**Run 1: signal metal coverage by tile**

22 x 22 tiles, from white (low) to dark blue (high), scaled to the fullest tile. Values are wire area over tile area, all layers added.
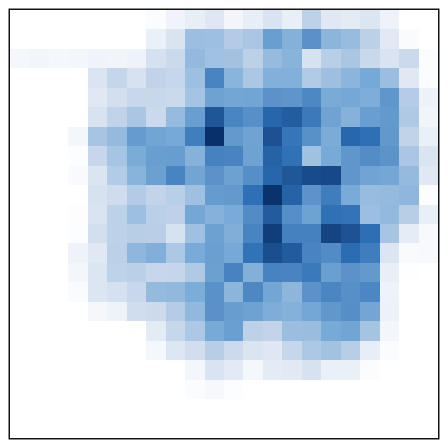
**Run 1: clock routing**

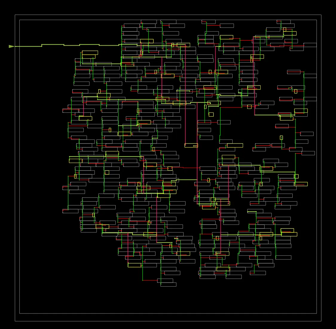
**Run 1: ports around the boundary**

Bar = 50 um. Pins as bars across the die edge, other pins in gray.
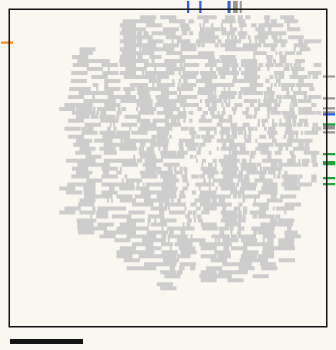
File: src/rtl/note_recorder.sv
// note_recorder: record/playback stage ahead of the piano note mux.
// Recording turns the live note stream into run-length {note, duration}
// entries, with durations counted in quarter-beat ticks. Playback drives
// those entries back out on note_out using the same tick.
// Optional feature macro: NOTE_RECORDER_LOOP_EN. When it is defined,
// playback wraps to entry 0 and keeps going until a STOP edge.
module note_recorder #(
  parameter int DEPTH  = 32,
  parameter int ADDR_W = 5,
  parameter int DUR_W  = 6
) (
  input  logic              CLK,
  input  logic              RESET,
  input  logic              REC,
  input  logic              PLAY,
  input  logic              STOP,
  input  logic              QUARTER_BEAT,
  input  logic [3:0]        note_in,
  output logic [3:0]        note_out,
  output logic              recording,
  output logic              playing,
  output logic              full,
  output logic [ADDR_W:0]   count
);

  localparam logic [1:0]        ST_IDLE     = 2'd0;
  localparam logic [1:0]        ST_REC      = 2'd1;
  localparam logic [1:0]        ST_PLAY     = 2'd2;
  localparam int                ENT_W       = 4 + DUR_W;
  localparam logic [3:0]        NOTE_SILENT = 4'b1111;
  localparam logic [DUR_W-1:0]  DUR_ZERO    = {DUR_W{1'b0}};
  localparam logic [DUR_W-1:0]  DUR_ONE     = {{(DUR_W-1){1'b0}}, 1'b1};
  localparam logic [DUR_W-1:0]  DUR_MAX     = {DUR_W{1'b1}};
  localparam logic [ADDR_W-1:0] IDX_ZERO    = {ADDR_W{1'b0}};
  localparam logic [ADDR_W-1:0] IDX_ONE     = {{(ADDR_W-1){1'b0}}, 1'b1};
  localparam logic [ADDR_W:0]   CNT_ZERO    = {(ADDR_W+1){1'b0}};
  localparam logic [ADDR_W:0]   CNT_ONE     = {{ADDR_W{1'b0}}, 1'b1};
  localparam logic [ADDR_W:0]   CNT_FULL    = (ADDR_W+1)'(DEPTH);

  logic [1:0]        state_r;
  logic [3:0]        note_out_r;
  logic [3:0]        cur_note_r;
  logic              recording_r;
  logic              playing_r;
  logic              full_r;
  logic              load_pend_r;
  logic [ADDR_W:0]   count_r;
  logic [DUR_W-1:0]  dur_r;
  logic [DUR_W-1:0]  remain_r;
  logic [ADDR_W-1:0] rd_idx_r;
  logic              qb_d_r;
  logic              rec_d_r;
  logic              play_d_r;
  logic              stop_d_r;
  logic [ENT_W-1:0]  mem_r [DEPTH];

  logic              tick_s;
  logic              rec_e_s;
  logic              play_e_s;
  logic              stop_e_s;
  logic              note_chg_s;
  logic              dur_sat_s;
  logic              wr_en_s;
  logic              last_s;
  logic [ADDR_W:0]   count_inc_s;
  logic [ADDR_W-1:0] rd_addr_s;
  logic [ENT_W-1:0]  rd_ent_s;
  logic [3:0]        rd_note_s;
  logic [DUR_W-1:0]  rd_dur_s;

  assign note_out  = note_out_r;
  assign recording = recording_r;
  assign playing   = playing_r;
  assign full      = full_r;
  assign count     = count_r;

  // Rising-edge strobes for the tick and the three command levels.
  always_comb begin
    tick_s   = QUARTER_BEAT & ~qb_d_r;
    rec_e_s  = REC & ~rec_d_r;
    play_e_s = PLAY & ~play_d_r;
    stop_e_s = STOP & ~stop_d_r;
  end

  // Segment bookkeeping: a write closes the current segment on a note change,
  // on a saturated duration, or on STOP; zero-tick segments are never written.
  always_comb begin
    note_chg_s  = (note_in != cur_note_r);
    dur_sat_s   = (dur_r == DUR_MAX);
    count_inc_s = count_r + CNT_ONE;
    if (state_r == ST_REC) begin
      if (stop_e_s) begin
        wr_en_s = (dur_r != DUR_ZERO) && !full_r;
      end else begin
        wr_en_s = (note_chg_s && (dur_r != DUR_ZERO)) || dur_sat_s;
      end
    end else begin
      wr_en_s = 1'b0;
    end
  end

  // Combinational read port; entry 0 is presented while idle so PLAY can load it.
  always_comb begin
    if (state_r == ST_PLAY) begin
      rd_addr_s = rd_idx_r;
    end else begin
      rd_addr_s = IDX_ZERO;
    end
    rd_ent_s  = mem_r[rd_addr_s];
    rd_note_s = rd_ent_s[ENT_W-1:DUR_W];
    rd_dur_s  = rd_ent_s[DUR_W-1:0];
    last_s    = ({1'b0, rd_idx_r} == (count_r - CNT_ONE));
  end

  // Entry buffer: synchronous write at the current count, contents not reset.
  always_ff @(posedge CLK) begin
    if (wr_en_s) begin
      mem_r[count_r[ADDR_W-1:0]] <= {cur_note_r, dur_r};
    end
  end

  // Control FSM, edge-detect history and all registered outputs.
  always_ff @(posedge CLK or posedge RESET) begin
    if (RESET) begin
      state_r     <= ST_IDLE;
      note_out_r  <= NOTE_SILENT;
      cur_note_r  <= 4'd0;
      recording_r <= 1'b0;
      playing_r   <= 1'b0;
      full_r      <= 1'b0;
      load_pend_r <= 1'b0;
      count_r     <= CNT_ZERO;
      dur_r       <= DUR_ZERO;
      remain_r    <= DUR_ZERO;
      rd_idx_r    <= IDX_ZERO;
      qb_d_r      <= 1'b0;
      rec_d_r     <= 1'b0;
      play_d_r    <= 1'b0;
      stop_d_r    <= 1'b0;
    end else begin
      qb_d_r   <= QUARTER_BEAT;
      rec_d_r  <= REC;
      play_d_r <= PLAY;
      stop_d_r <= STOP;
      case (state_r)
        ST_IDLE: begin
          note_out_r <= note_in;
          if (stop_e_s) begin
            state_r <= ST_IDLE;
          end else if (rec_e_s) begin
            state_r     <= ST_REC;
            recording_r <= 1'b1;
            count_r     <= CNT_ZERO;
            full_r      <= 1'b0;
            cur_note_r  <= note_in;
            dur_r       <= DUR_ZERO;
          end else if (play_e_s && (count_r != CNT_ZERO)) begin
            state_r     <= ST_PLAY;
            playing_r   <= 1'b1;
            rd_idx_r    <= IDX_ZERO;
            load_pend_r <= 1'b0;
            note_out_r  <= rd_note_s;
            remain_r    <= rd_dur_s;
          end
        end
        ST_REC: begin
          note_out_r <= note_in;
          if (stop_e_s) begin
            if (wr_en_s) begin
              count_r <= count_inc_s;
              full_r  <= (count_inc_s == CNT_FULL);
            end
            state_r     <= ST_IDLE;
            recording_r <= 1'b0;
          end else if (wr_en_s) begin
            // A tick in the write cycle belongs to the segment that starts now.
            count_r    <= count_inc_s;
            cur_note_r <= note_in;
            dur_r      <= tick_s ? DUR_ONE : DUR_ZERO;
            if (count_inc_s == CNT_FULL) begin
              full_r      <= 1'b1;
              state_r     <= ST_IDLE;
              recording_r <= 1'b0;
            end
          end else if (note_chg_s) begin
            cur_note_r <= note_in;
            dur_r      <= tick_s ? DUR_ONE : DUR_ZERO;
          end else if (tick_s && !dur_sat_s) begin
            dur_r <= dur_r + DUR_ONE;
          end
        end
        ST_PLAY: begin
          if (stop_e_s) begin
            note_out_r  <= NOTE_SILENT;
            state_r     <= ST_IDLE;
            playing_r   <= 1'b0;
            load_pend_r <= 1'b0;
          end else if (load_pend_r) begin
            note_out_r  <= rd_note_s;
            remain_r    <= rd_dur_s;
            load_pend_r <= 1'b0;
          end else if (tick_s) begin
            if (remain_r <= DUR_ONE) begin
              if (last_s) begin
`ifdef NOTE_RECORDER_LOOP_EN
                rd_idx_r    <= IDX_ZERO;
                load_pend_r <= 1'b1;
`else
                note_out_r  <= NOTE_SILENT;
                state_r     <= ST_IDLE;
                playing_r   <= 1'b0;
`endif
              end else begin
                rd_idx_r    <= rd_idx_r + IDX_ONE;
                load_pend_r <= 1'b1;
              end
            end else begin
              remain_r <= remain_r - DUR_ONE;
            end
          end
        end
        default: begin
          state_r     <= ST_IDLE;
          note_out_r  <= NOTE_SILENT;
          recording_r <= 1'b0;
          playing_r   <= 1'b0;
          load_pend_r <= 1'b0;
        end
      endcase
    end
  end

endmodule
File: config.mk
export PLATFORM = sky130hd
export DESIGN_NAME = note_recorder
export DESIGN_NICKNAME = d
export VERILOG_FILES = /design/src/rtl/note_recorder.sv
export SDC_FILE = /design/constraint.sdc
export NUM_CORES = 1
export LEC_CHECK = 0
export CORE_MARGIN = 3
export CORE_UTILIZATION = 35
export CTS_CLUSTER_DIAMETER = 60
export DETAILED_ROUTE_END_ITERATION = 10
export PLACE_DENSITY = 0.59
export SYNTH_ARGS = -nofsm -noshare
export SYNTH_HDL_FRONTEND = slang
export SYNTH_SLANG_ARGS = --single-unit
File: constraint.sdc
create_clock -name CLK -period 6.6 [get_ports CLK]
set_input_delay 1.32 -clock CLK [delete_from_list [all_inputs] [get_ports CLK]]
set_output_delay 1.32 -clock CLK [all_outputs]
set_load 0.1 [all_outputs]
==> impl_metrics.json, run 1 <==
{
  "tritoncts_clock_tree": "done",
  "final_period_minus_worst_setup_slack_ps": 4320,
  "clkLatencyLatePin_ps": 530,
  "worst_pin_slew_ps": 1010,
  "post-route-drc-count": 0,
  "reg2reg_slack_ps": 2420,
  "ctsHtreeMaxLevel": 2,
  "setup-violations-final": 0,
  "setup_tns_ps": 0,
  "irDropWorstVdd_mv": 0.226,
  "syn_inst": 1059,
  "global_route_wire_length_before_repair_mm": 65.7,
  "vias_per_cell": 5.75,
  "io-pin-count": 23,
  "holdPathEnd": "recording",
  "cts_root_buffer": "clkbuf_16",
  "worstSetupEndpointType": "flop",
  "path_clk_slew_ps": 50,
  "grt_setup_unrepaired": "false",
  "flop_cell": "edfxtp_1",
  "std_cell_rows": 76,
  "globalplace.congestion": 0.909,
  "cp.required_ps": 6750,
  "outcome": "complete, no violations",
  "clock_tree.buffer_depth": 3,
  "worst-endpoint-arrival_ps": 4470,
  "netlist.top_cell.by_area": "edfxtp_1",
  "holdCritStartpoint": "recording",
  "yosysUniqueCellTypes": 69,
  "areaGrowthSynthToFinish_pct": 13.5,
  "clock_sink_count": 361,
  "comb_area_sq_mm": 0.00442,
  "flop_area_sq_mm": 0.0107,
  "edf_count": 320,
  "cts.hold.buffers_added": 0,
  "yosys.stat.seqShare": 0.691,
  "setup.worst_path.class": "input port to flop",
  "ys_chip_area_sq_mm": 0.0154,
  "power.static_leakage_uw": 0.00561,
  "post_cts.resized_instances": 0,
  "openroad.warnings": 32,
  "netlist.area_leader.share": 0.624
}
## Picture notes: 'signal metal coverage by tile'
- nearly empty tiles: 35%
- tiles over half the peak: 24%
- densest ninth of the die: middle
- fullest tile: 0.62
- emptiest ninth of the die: bottom left
- mean over tiles: 0.16
via total after detailed routing: 9,717
routed wire length: 44.6 mm
average wire length per cell after detail routing: 26.4 um
All-Layer GR Usage: 0.191

## Picture notes: 'clock routing'
final-layout clock buffer total: 47
number of buffers added by the clock tree synthesis step: 40

## Picture notes: 'ports around the boundary'
- green: count (pins 6; direction output; edge right)
- blue: note_out (pins 4; direction output; edge 3 top, 1 right)
- orange: CLK (pins 1; direction input; edge left)
- all pins by edge: 14 right, 8 top, 1 left
Port Buf Inserts: 22
die outline height: 216 um
horizontal die dimension: 216 um

run 1: power by group:
part	internal [uW]	switching, uW
registers	2690	293
logic	190	369
clock network	1250	879
run 1: cell families (layout without fill, tap and decap cells):
kind of cell               after synthesis  in the layout  synth area share
and+or+nand+nor                        294            294            0.0911
xor gates and xnor gates                17             17           0.00967
muxes                                   83             83            0.0822
buffers and inverters                   83            129            0.0224
DFF                                    361            361             0.691
AOI/OAI and AO/OA                      211            211            0.0955
adders and majority gates               10             10           0.00812
run 1: stage by stage:
stage | total power [uW] | worst slack, ps | util | cells
after floorplan | 3250 | 3170 | - | 1059
after global placement | 3580 | 1980 | 0.375 | 1618
after detailed placement | 3590 | 1800 | 0.375 | 1618
after CTS | 5700 | 2350 | 0.404 | 1690
after global routing | 5870 | 2120 | 0.404 | 1690
final | 5680 | 2280 | 0.404 | 1690
run 1: routing by layer:
layer	vias up	global-route usage	share of wire	wire [um]
li1	4164	-	-	-
met1	4885	0.269	0.41	18400
met2	578	0.296	0.45	20300
met3	90	0.0331	0.093	4140
met4	0	0.0734	0.040	1810
met5	-	0	0	0
run 1: worst max-delay path, cell delays in order:
cell and delay (ps):
clkdlybuf4s50_1 490, nand2b_1 210, a211oi_1 500, o21ai_0 180
nor2_1 340, nand2_1 550, nor2_1 870
run 1: state kept, by name (all words and copies together), names as in the netlist:
name,flops
rec_d_r,1
remain_r,6
note_out,4
playing,1
count,6
stop_d_r,1
state_r,2
mem_r,320
cur_note_r,4
play_d_r,1
rd_idx_r,5
recording,1
dur_r,6
full,1
load_pend_r,1
qb_d_r,1
run 1: worst max-delay path by stage:
stage	start	depth (start not counted)	endpoint	slack, ps
6_report	STOP	7	mem_r[18][3]	2280
5_1_grt	STOP	7	mem_r[9][5]	2120
4_1_cts	STOP	7	mem_r[22][8]	2350
3_5_place_dp	STOP	7	mem_r[22][8]	1800
3_3_place_gp	STOP	7	mem_r[9][2]	1980
2_1_floorplan	STOP	7	mem_r[11][0]	3170
run 1: cell usage in the layout (no fill, tap or decap), drive strengths merged, types with 5 or more instances in the layout:
cell / n
dfrtp: 37
xnor2: 11
or4: 5
mux2i: 41
inv: 19
a22oi: 7
mux2: 8
xor2: 6
or3: 7
and4b: 5
nor3: 13
nand3b: 5
clkbuf: 47
nor2b: 9
o211ai: 12
and3: 5
nand3: 21
nand4: 9
o21bai: 5
o31ai: 6
a21oi: 46
a221o: 12
nor2: 99
a31oi: 9
o21ai: 38
a211oi: 19
o221ai: 10
mux4: 34
a311oi: 5
clkdlybuf4s50: 22
nand2: 88
clkinv: 19
buf: 16
a211o: 6
ha: 10
edfxtp: 320
nand2b: 11
run 1: final cells by class:
cell class | instances | area share
clock buffers | 47 | 0.0600
clock inverters | 25 | 0.0119
inverters | 19 | 0.00408
multi-input cells | 615 | 0.253
flip-flops and latches | 361 | 0.610
well taps | 585 | 0.0419
repair buffers | 38 | 0.0195
**Run 1: gate families picked out**

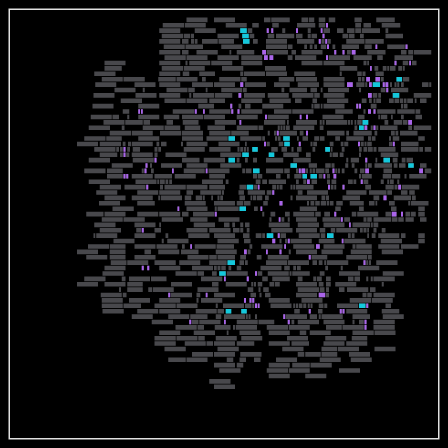

==> run 2: changes to the inputs <==
- PLACE_DENSITY: 0.59 -> 0.6
- clock period: 6.6 -> 3.5 ns (I/O delays scaled with it)
**Run 2: gate families picked out**

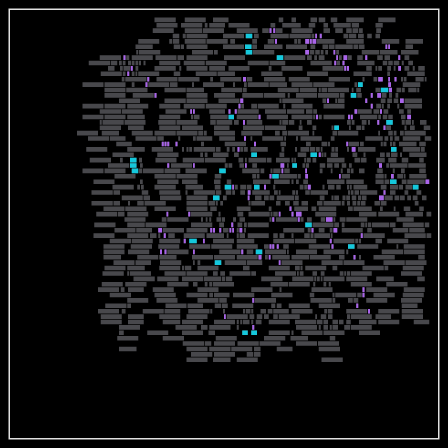
- purple: nor cells (cells 127)
- cyan: non-inverting ao/oa cells (cells 31)
count of non-filler cells in the finished layout: 1,734
logic share of the area: 0.247
most frequently placed logic cell in the final layout: edfxtp_1

==> impl_metrics.json, run 2 <==
{
  "outcome": "complete, no violations",
  "std_cell_rows": 76,
  "cts_root_buffer": "clkbuf_16",
  "most-common-layout-cells": "edfxtp_1, nor2_1, nand2_1, buf_4, a21oi_1",
  "use_met3": 0.0365,
  "edf_count": 320,
  "worst_path_max_delay_cell": "nor2_1",
  "routed-via-count": 9609,
  "use_met1": 0.255,
  "ys_chip_area_sq_mm": 0.0154,
  "globalplace.congestion": 0.905,
  "worst_pin_slew_ps": 1100,
  "setup-violations-final": 0,
  "global_route_wire_length_before_repair_mm": 63.1,
  "wl_mm": 42.1,
  "final_period_minus_worst_setup_slack_ps": 3270,
  "buffer_ports.inserted": 22,
  "cts.hold.buffers_added": 0,
  "worst_path_most_repeated_cell": "nor2_1",
  "global_route.usage.met2": 0.277,
  "largest_reg_flops": 320,
  "worstSetupEndpointType": "flop",
  "number_of_buffers_added_by_the_clock_tree_synthesis_step": 39,
  "flop_cell": "edfxtp_1",
  "areaGrowthSynthToFinish_pct": 16.2,
  "total_power_uw": 10900,
  "vias_per_cell": 5.54,
  "grt_setup_unrepaired": "false",
  "wl_per_cell_um": 24.3,
  "grtUsageTotal": 0.180,
  "setup_tns_ps": 0,
  "worst-endpoint-arrival_ps": 3420
}
**Run 2: a small window of the routed layout**

Bar = 5 um. Window x 98 to 118, y 141 to 161 um. Cells in gray, sequential cells in the stronger gray; small squares are vias.
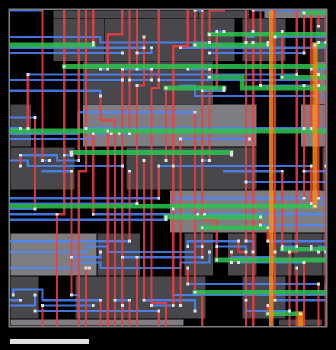
- blue: M1
- orange: M4
- green: M3
- red: M2
- netlist names of flops here include: mem_r (2)
- cells with their middle in the window: 17
- sequential cells in the window: 2
- most frequent: mux4_2 (4), a21oi_1 (4)

run 2: cell counts after synthesis:
Identical to the previous run, type by type.
run 2: worst register-to-register path: cells and delay by family (launching register included):
kind / cells / cell delay [ps]
and+or+nand+nor: 4 / 1480
AOI/OAI and AO/OA: 2 / 600
DFF: 1 / 380
buffers and inverters: 2 / 260
adders and majority gates: 1 / 190
run 2: layout make-up:
class,count,area share
clock inverters,26,0.0172
clock buffers,45,0.0558
well taps,585,0.0409
multi-input cells,615,0.247
inverters,19,0.00399
repair buffers,83,0.0399
flip-flops and latches,361,0.595
run 2: path summary, 6_finish.rpt:
path,slack [ps],endpoint,depth (start not counted)
max reg2reg,230,mem_r[20][8],9
min reg2reg,560,recording,2
min,560,recording,2
max in group asynchronous,2140,rd_idx_r[0],2
min in group asynchronous,700,full,2
max,230,mem_r[20][8],9
run 2: metal layers:
layer,part of all wire,vias to the layer above
li1,-,4242
met3,0.082,85
met5,0,-
met2,0.45,456
met4,0.038,0
met1,0.43,4826
run 2: logic make-up (layout without fill, tap and decap cells):
logic type               after synthesis  after routing  share of synthesized area
XOR/XNOR                              17             17                    0.00967
flip-flops                           361            361                      0.691
buffers and inverters                 83            173                     0.0224
AND/OR/NAND/NOR                      294            294                     0.0911
AND-OR/OR-AND                        211            211                     0.0955
adder cells (fa/ha/maj)               10             10                    0.00812
multiplexers                          83             83                     0.0822
run 2: stage by stage:
stage | worst slack, ps | cells | hold WS [ps]
final | 232 | 1734 | 562
after global routing | 15.8 | 1734 | 606
after CTS | 228 | 1734 | 559
after detailed placement | -250 | 1663 | 544
after global placement | -239 | 1663 | 545
after floorplan | 393 | 1059 | 535
run 2: what timing repair did:
item / in CTS / in global routing
hold endpoints to repair: 0 / 0
gates resized: 0 / 1
setup endpoints to repair: 0 / 10
run 2: power by group:
group	switching [uW]	total [uW]	internal [uW]
logic	1040	1480	434
clock network	1690	4200	2520
registers	154	5220	5070
**Run 2: ports around the boundary**

Bar = 50 um. Pins as bars across the die edge, other pins in gray.
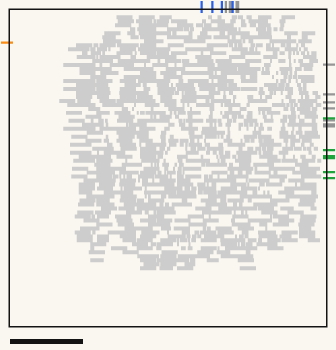

==> run 3: changes to the inputs <==
- CORE_MARGIN: 3 -> 2
- MAX_ROUTING_LAYER: not set -> met4
- PLACE_DENSITY: 0.6 -> 0.59
- clock period: 3.5 -> 3.1 ns (I/O delays scaled with it)
**Run 3: ports around the boundary**

Bar = 50 um. Pins as bars across the die edge, other pins in gray.
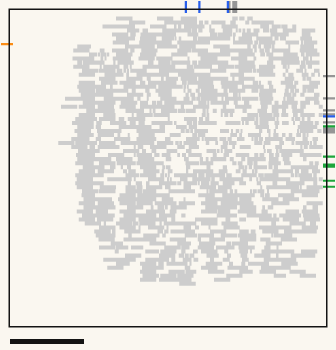
- green: count (pins 6; direction output; edge right)
- blue: note_out (pins 4; direction output; edge 3 top, 1 right)
- orange: CLK (pins 1; direction input; edge left)
- all pins by edge: 15 right, 7 top, 1 left
die outline height: 214 um
horizontal die dimension: 214 um

==> impl_metrics.json, run 3 <==
{
  "number_of_buffers_added_by_the_clock_tree_synthesis_step": 40,
  "setup-violations-final": 0,
  "worst-endpoint-arrival_ps": 3330,
  "setup.worst_path.class": "flop to flop",
  "cts.hold.buffers_added": 0,
  "yosysUniqueCellTypes": 69,
  "outcome": "complete, no violations",
  "final_period_minus_worst_setup_slack_ps": 2900,
  "cp.required_ps": 3530,
  "netlist.area_leader.share": 0.624,
  "setup_ws_ps": 198,
  "clock_sink_count": 361,
  "worst_pin_slew_ps": 775,
  "clock_tree.buffer_depth": 3,
  "openroad.warnings": 33,
  "worst_path_max_delay_cell": "a2111oi_0",
  "cp.buffers_inverters": 0,
  "largest_reg_flops": 320,
  "dp_worst_setup_slack_ps": -473,
  "power.static_leakage_uw": 0.00612,
  "grtUsageTotal": 0.195,
  "total_power_uw": 12200,
  "crit_path_cell_trace": "nor2b_2, nand2_1, a2111oi_0, a2111oi_0, a31oi_1, o21ai_0",
  "vias_per_cell": 5.45,
  "io-pin-count": 23,
  "wl_per_cell_um": 24.1,
  "wl_mm": 42.9,
  "netlist.top_cell.by_area": "edfxtp_1",
  "finish.utilization": 0.421,
  "grt_setup_unrepaired": "false",
  "path_clk_slew_ps": 60,
  "flop_cell": "edfxtp_1",
  "buffer_ports.inserted": 22,
  "globalplace.congestion": 0.949,
  "ys_chip_area_sq_mm": 0.0154,
  "tritoncts_clock_tree": "done",
  "clkLatencyLatePin_ps": 530,
  "hold-worst-slack_ps": 383,
  "cts_root_buffer": "clkbuf_16",
  "irDropWorstVdd_mv": 0.468,
  "worstSetupEndpointType": "flop",
  "areaGrowthSynthToFinish_pct": 18.3
}
**Run 3: a small window of the routed layout**

Bar = 5 um. Window x 97 to 117, y 140 to 160 um. Cells in gray, sequential cells in the stronger gray; small squares are vias.
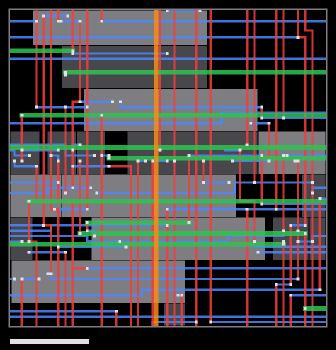
- red: M2
- orange: M4
- green: M3
- blue: M1
- most frequent: edfxtp_1 (5), nor2_2 (2)
- netlist names of flops here include: mem_r (5)
- sequential cells in the window: 5
- cells with their middle in the window: 14

[run 3: netlist changes by cell type in the layout (fill, tap and decap cells not counted)]
| cell | delta |
|---|---|
| buf_4 | +48 |
| bufinv_16 | -3 |
| clkbuf_1 | +6 |
| clkbuf_16 | +2 |
| clkdlybuf4s50_1 | -2 |
| clkinv_1 | -3 |
| clkinv_2 | +1 |
| clkinv_4 | +2 |
| inv_6 | -2 |
| inv_8 | -2 |
| nor2_1 | -13 |
| nor2_2 | +13 |
[run 3: final timing paths]
check / start / to / slack (ps) / cells past startpoint
worst min register to register: recording / recording / 540 / 2
worst max register to register: state_r[1] / note_out[3] / 200 / 6
max in group asynchronous: RESET / note_out[2] / 2100 / 3
worst max-delay path: state_r[1] / note_out[3] / 200 / 6
min in group CLK: recording / recording / 540 / 2
worst min-delay path: RESET / count[1] / 380 / 2
[run 3: report_power, final]
part / leakage (uW) / total, uW / internal [uW] / switching, uW
clock: 0.000609 / 4580 / 2700 / 1880
sequential: 0.00337 / 5880 / 5730 / 153
combinational: 0.00214 / 1730 / 513 / 1220
[run 3: cells by family (layout without fill, tap and decap cells)]
group	after synthesis	in the layout	share of synthesized area
flip-flops	361	361	0.691
AND/OR/NAND/NOR	294	294	0.0911
AND-OR/OR-AND	211	211	0.0955
multiplexers	83	83	0.0822
buffers and inverters	83	220	0.0224
XOR/XNOR	17	17	0.00967
adder cells (fa/ha/maj)	10	10	0.00812
[run 3: per-layer routing]
layer | up-vias | share of wire | track usage
li1 | 4334 | - | -
met1 | 4877 | 0.43 | 0.263
met2 | 423 | 0.46 | 0.296
met3 | 68 | 0.079 | 0.0372
met4 | 0 | 0.033 | 0.0685
met5 | - | 0 | -
[run 3: cell type report]
class	count	area, sq um
Sequential cell	361	10600
Clock buffer	53	1070
Clock inverter	19	189
Multi-Input combinational cell	615	4450
Fill cell	3896	25100
Timing Repair Buffer	129	1050
Tap cell	585	732
Inverter	19	71.3
[run 3: stage by stage]
stage	instances	area (sq um)	setup TNS, ps
floorplan	1059	15400	-462
global placement	1709	16900	-59160
detailed placement	1709	16900	-54550
CTS	1781	18200	0
global route	1781	18200	0
finish	1781	18200	0
[run 3: worst reg2reg max path, cell delays in order (launching register included)]
cell and delay (ps):
dfrtp_1 570, nor2b_2 610, nand2_1 330, a2111oi_0 680, a2111oi_0 240, a31oi_1 270, o21ai_0 120
[run 3: timing repair]
action | CTS | global route
resized | 7 | 7
buffers inserted | 0 | 0
endpoints found under the setup margin | 57 | 130
gates cloned | 0 | 0
Power and IR drop assume default switching activity.
